Figure 1. The metal 1 layer.
Cells faint in the background.
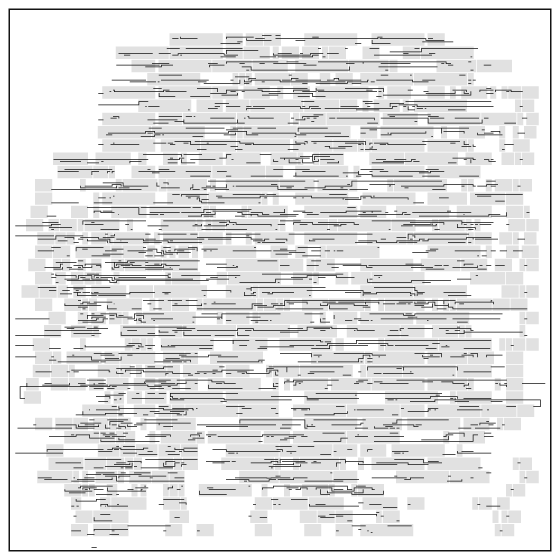
Figure 2. The metal 2 layer.
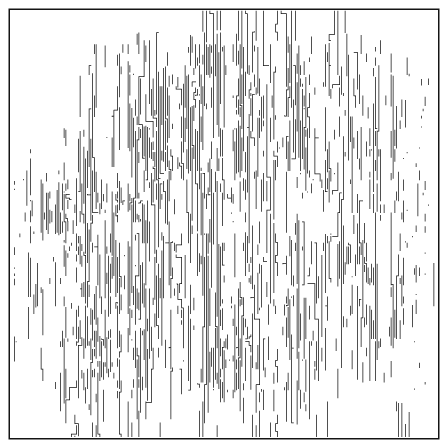
Figure 3. Metal 4.
Cells faint in the background.
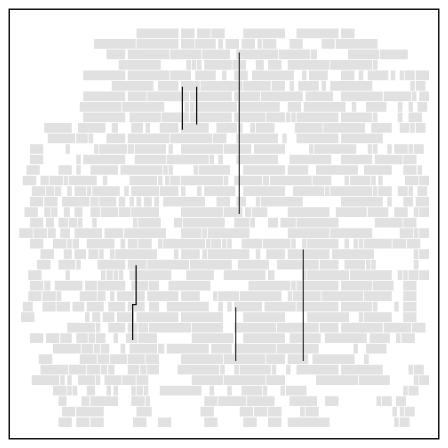
Figure 4. Placement density heat map.
Scale bar: 20 um. 11 x 11 tiles, from dark blue (low) to red (high), 0 to 100% covered.
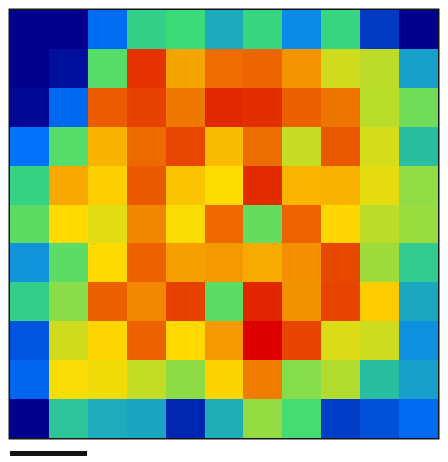
### config.mk
export PLATFORM = sky130hd
export DESIGN_NAME = rom_loader
export DESIGN_NICKNAME = d
export VERILOG_FILES = /design/src/rtl/rom_loader.sv
export SDC_FILE = /design/constraint.sdc
export NUM_CORES = 1
export LEC_CHECK = 0
export CORE_MARGIN = 2
export CORE_UTILIZATION = 55
export CTS_BUF_LIST = sky130_fd_sc_hd__clkbuf_8
export DETAILED_ROUTE_END_ITERATION = 8
export GPL_TIMING_DRIVEN = 0
export PLACE_DENSITY = 0.82
export SLEW_MARGIN = 20
export SYNTH_ARGS = -nofsm -noshare
export SYNTH_HDL_FRONTEND = slang
export SYNTH_SLANG_ARGS = --single-unit
### constraint.sdc
create_clock -name clk_sys -period 3.7 [get_ports clk_sys]
set_input_delay 0.555 -clock clk_sys [delete_from_list [all_inputs] [get_ports clk_sys]]
set_output_delay 0.555 -clock clk_sys [all_outputs]
set_load 0.01 [all_outputs]
### src/rtl/rom_loader.sv
// rom_loader: streams matching ioctl download bytes through a FIFO into paged memory writes; define ROM_CHECKSUM_EN to build the byte checksum
module rom_loader #(
   parameter logic [7:0]                     INDEX      = 8'h00,
   parameter int                             PAGES      = 6,
   parameter int                             ADDR_W     = 23,
   parameter logic [PAGES*(ADDR_W-14)-1:0]   PAGE_MAP   = {9'h107, 9'h100, 9'h000, 9'h107, 9'h100, 9'h000},
   parameter logic [PAGES-1:0]               BANK_MAP   = 6'b111000,
   parameter int                             FIFO_DEPTH = 4
) (
   input  logic              clk_sys,
   input  logic              reset,
   input  logic              ioctl_download,
   input  logic [7:0]        ioctl_index,
   input  logic              ioctl_wr,
   input  logic [24:0]       ioctl_addr,
   input  logic [7:0]        ioctl_dout,
   output logic              mem_we,
   input  logic              mem_ack,
   output logic [ADDR_W-1:0] mem_addr,
   output logic              mem_bank,
   output logic [7:0]        mem_din,
   output logic              hold_reset,
   output logic              busy,
   output logic              done,
   output logic              err_ovf,
   output logic [5:0]        pages,
   output logic [15:0]       checksum
);
   localparam int PW = ADDR_W - 14;
   localparam int AW = $clog2(FIFO_DEPTH);
   localparam int EW = ADDR_W + 9;
   typedef enum logic [1:0] {IDLE, LOAD, DRAIN, DONE} state_t;
   state_t            state_q;
   logic              hold_reset_q, busy_q, done_q, mem_we_q, mem_bank_q, err_q;
   logic [ADDR_W-1:0] mem_addr_q;
   logic [7:0]        mem_din_q;
   logic [5:0]        pages_q;
   logic [EW-1:0]     fifo_q [FIFO_DEPTH];
   logic [AW-1:0]     wr_q, rd_q;
   logic [AW:0]       cnt_q;
   logic [PW-1:0]     pmap [32];
   logic [31:0]       bmap;
   logic              match, clr, push_req, push_ok, pop, full, empty, start;
   logic [4:0]        pi;
   logic [5:0]        np;
   logic [EW-1:0]     push_e;
   // Unused source pages map to zero so the lookup is always in range
   for (genvar i = 0; i < 32; i++) begin : g_map
      if (i < PAGES) begin : g_used
         assign pmap[i] = PAGE_MAP[i*PW +: PW];
         assign bmap[i] = BANK_MAP[i];
      end else begin : g_unused
         assign pmap[i] = '0;
         assign bmap[i] = 1'b0;
      end
   end
   assign match    = ioctl_download && ioctl_index == INDEX;
   assign clr      = match && (state_q == IDLE || state_q == DRAIN);
   assign pi       = ioctl_addr[18:14];
   assign push_req = state_q == LOAD && ioctl_wr && ioctl_addr[24:14] < 11'(PAGES);
   assign full     = cnt_q == (AW+1)'(FIFO_DEPTH);
   assign empty    = cnt_q == '0;
   assign pop      = mem_we_q && mem_ack;
   assign push_ok  = push_req && (!full || pop);
   assign start    = !mem_we_q && (!empty || push_ok);
   assign np       = {1'b0, pi} + 6'd1;
   assign push_e   = {pmap[pi], ioctl_addr[13:0], bmap[pi], ioctl_dout};
   // Download sequencing; status outputs are registered alongside the state
   always_ff @(posedge clk_sys) begin
      if (reset) begin
         state_q      <= IDLE;
         hold_reset_q <= 1'b0;
         busy_q       <= 1'b0;
         done_q       <= 1'b0;
      end else begin
         case (state_q)
            IDLE: if (match) begin
               state_q      <= LOAD;
               hold_reset_q <= 1'b1;
               busy_q       <= 1'b1;
            end
            LOAD: if (!ioctl_download) state_q <= DRAIN;
            DRAIN: if (match) state_q <= LOAD;
               else if (empty && !mem_we_q) begin
                  state_q      <= DONE;
                  hold_reset_q <= 1'b0;
                  busy_q       <= 1'b0;
                  done_q       <= 1'b1;
               end
            DONE: begin
               state_q <= IDLE;
               done_q  <= 1'b0;
            end
            default: state_q <= IDLE;
         endcase
      end
   end
   // FIFO storage needs no reset; only occupied slots are ever read
   always_ff @(posedge clk_sys) begin
      if (push_ok) fifo_q[wr_q] <= push_e;
   end
   // FIFO pointers, memory handshake and status; an empty FIFO forwards the incoming byte straight to the bus
   always_ff @(posedge clk_sys) begin
      if (reset) begin
         wr_q       <= '0;
         rd_q       <= '0;
         cnt_q      <= '0;
         mem_we_q   <= 1'b0;
         mem_addr_q <= '0;
         mem_bank_q <= 1'b0;
         mem_din_q  <= '0;
         err_q      <= 1'b0;
         pages_q    <= '0;
      end else begin
         if (push_ok) wr_q <= wr_q + AW'(1);
         if (pop) rd_q <= rd_q + AW'(1);
         cnt_q <= cnt_q + (AW+1)'(push_ok) - (AW+1)'(pop);
         if (start) begin
            mem_we_q <= 1'b1;
            {mem_addr_q, mem_bank_q, mem_din_q} <= empty ? push_e : fifo_q[rd_q];
         end else if (pop) mem_we_q <= 1'b0;
         err_q   <= clr ? 1'b0 : err_q | (push_req && full && !pop);
         pages_q <= clr ? '0 : (push_ok && np > pages_q) ? np : pages_q;
      end
   end
`ifdef ROM_CHECKSUM_EN
   logic [15:0] cks_q;
   // Running sum of every byte accepted since the download started
   always_ff @(posedge clk_sys) begin
      if (reset || clr) cks_q <= '0;
      else if (push_ok) cks_q <= cks_q + {8'h00, ioctl_dout};
   end
   assign checksum = cks_q;
`else
   assign checksum = 16'h0000;
`endif
   assign mem_we     = mem_we_q;
   assign mem_addr   = mem_addr_q;
   assign mem_bank   = mem_bank_q;
   assign mem_din    = mem_din_q;
   assign hold_reset = hold_reset_q;
   assign busy       = busy_q;
   assign done       = done_q;
   assign err_ovf    = err_q;
   assign pages      = pages_q;
endmodule

==> results.yml <==
# synthesis and place-and-route metrics
synth:
  yosysTopAreaCellShare: 0.479
  ys.flops: 146
  top_cells_by_area: "edfxtp_1 (48%), dfxtp_1 (15%), mux4_2 (9.0%)"
  top_area_cell: "edfxtp_1"
  syn_area_per_cell_sq_um: 14.4
  synth_warnings: 0
  synth-edff-count: 100
  ys_sh_aoi: 0.0816
  adder_share: 0.0331
  xor_share: 0.0112
  async_flop_share: 0
  ys_types: 43
  top_cell: "edfxtp_1"
  yosysChipArea_sq_um: 6270
  simple_gate_share: 0.0956
  synth-main-ff-cell: "edfxtp_1"
  yosysCellCount: 434
  seq_area_frac_synth: 0.626
  synthesis.instances: 434
  common_cells: "edfxtp_1 (100), nand2_1 (58), dfxtp_1 (46)"
  ys_sh_mux: 0.0946
  synth_area_sq_um: 6270
  logic_family: "simple AND/OR/NAND/NOR gates"
grt:
  grt_util_met1: 0.264
  busiest_layer: "met2"
  grt-ovfl-total: 0
  grt_first_pass_wirelength_um: 20500
  grt_start_max_net_pins: 26
  antenna_found_initial: 0
  grt_use_met3: 0.0569
  grt_pass1_vias: 4069
final_timing:
  setup_ws_ns: 0.585
  setup_violations: 0
  tightest_slew_ns: 0.820
  fmax_mhz: 321
  hold_viol: 0
  period_needed_ns: 3.11
  slew_viol_final: 0
  skew_ns: 0.00961
  grt_setup_unrepaired: "no"
  min_period_over_period: 0.842
  tns_ns: 0
  relSlewSlack: 0.454
  whs_ns: 0.492
layout:
  layout.cells.most_common_list: "edfxtp_1 (100), clkdlybuf4s50_1 (82), nand2_1 (58)"
  stdcell_count: 708
  regArea_sq_um: 3920
  nNonClkInverters: 15
  flop-count: 146
  n_all_buffers: 127
  mi_logic_area_sq_um: 2070
  n_antenna_cell: 0
  multi_input_comb_cells: 248
  clock_buffers: 21
  post-route-util: 0.707
  final-clk-cell-share: 0.0544
  buffer_area_frac: 0.145
  fin_area_sq_um: 7770
  layout_top_cell: "edfxtp_1"
  drive_gt1_frac: 0.213
  comb_share: 0.266
  syn2layout_area_growth_pct: 23.9
  regMostFlops: "fifo_q"
  largest_register_ffs: 100
  seq_area_frac: 0.505
  nNetsFinal: 617
pwr:
  swShare: 0.312
  p_comb_frac: 0.328
  p_clk_mw: 1.30
  powerDensity_nw_per_um2: 636
  switching_power_mw: 1.54
  internal_power_mw: 3.40
  comb-power_mw: 1.62
  power.total_mw: 4.94
  leakage_nw: 2.77
  p_clk_frac: 0.262
  p_seq_mw: 2.02
  vdd.ir_drop.worst_v: 0.000301
drt:
  wl_per_cell_um: 18.1
  wl_met1_um: 5120
  dr.pass1.iters: 5
  met3_length_um: 952
  ant_nets: 0
  vias: 3923
  via_per_inst: 5.54
  maxUsedRoutingLayer: "met4"
  drt-initial-drc-count: 214
  wirelength_um: 12800
flow_run:
  tool_warnings: 31
  cap_violations: 0
clock_tree:
  hold_buffers: 0
  numCtsBuffers: 17
  clkLatencyLatePin_ns: 0.43
  ctsRootBufferMaster: "clkbuf_8"
  cts_max_level: 4
  cts_setup_buffers: 0
  cts_resized: 0
  clockBufferDepth: 2
  clock-sinks: 146
worst_setup_path:
  path_cells: "clkdlybuf4s50_1 > a211oi_4 > and4_1 > and2_1 > inv_1 > ha_1 > inv_1 > ha_1 > inv_1 > fa_1 > xor2_1 > xnor2_1 > nor2_1"
  r2r_slack_ns: 0.88
  crit_arrival_ns: 3.43
  crit_family: "adder cells"
  crit_end: "cnt_q[2]"
  worstPathRequired_ns: 4.01
  end_kind: "flop"
  r2r_end: "cnt_q[2]"
  critPathMaxStageDelay_ns: 0.52
  critPathLaunch: "ioctl_addr[17]"
  cp_common_cell: "inv_1"
  path_buffers: 4
  slowest_stage: "clkdlybuf4s50_1"
  start_kind: "input pin"
worst_hold_path:
  hold_path_class: "reg -> reg"
  holdPathEnd: "done"
  holdPathStages: 2
floorplan:
  chip_area_sq_um: 12300
  die_x_um: 111
  taps: 140
  core-area_sq_um: 11000
  die_h_um: 111
  std_cell_rows: 38
  fp_util: 0.571
  io_pins: 105
placed_design:
  io_buffers: 82
  dpl_worst_slack_ns: 0.182
  gp_congestion: 0.746
status:
  status: "finished clean"
-- Figure 1 (at the start) --
wire length on this layer: 5120 um
nets with wire on the layer: 540
share of all routed wire: 40%
main direction: horizontal

-- Figure 2 (at the start) --
main direction: vertical
longest straight run: 43.5 um
nets with wire on the layer: 532

-- Figure 3 (at the start) --
nets with wire on the layer: 5
share of all routed wire: 0.97%
wire length on this layer: 124 um

-- Figure 4 (at the start) --
nearly empty tiles: 5.0%
mean over tiles: 62%
fullest tile: 100%
tiles over 75% full: 43%

No activity file was given, so power comes from the tool's default toggle rates.
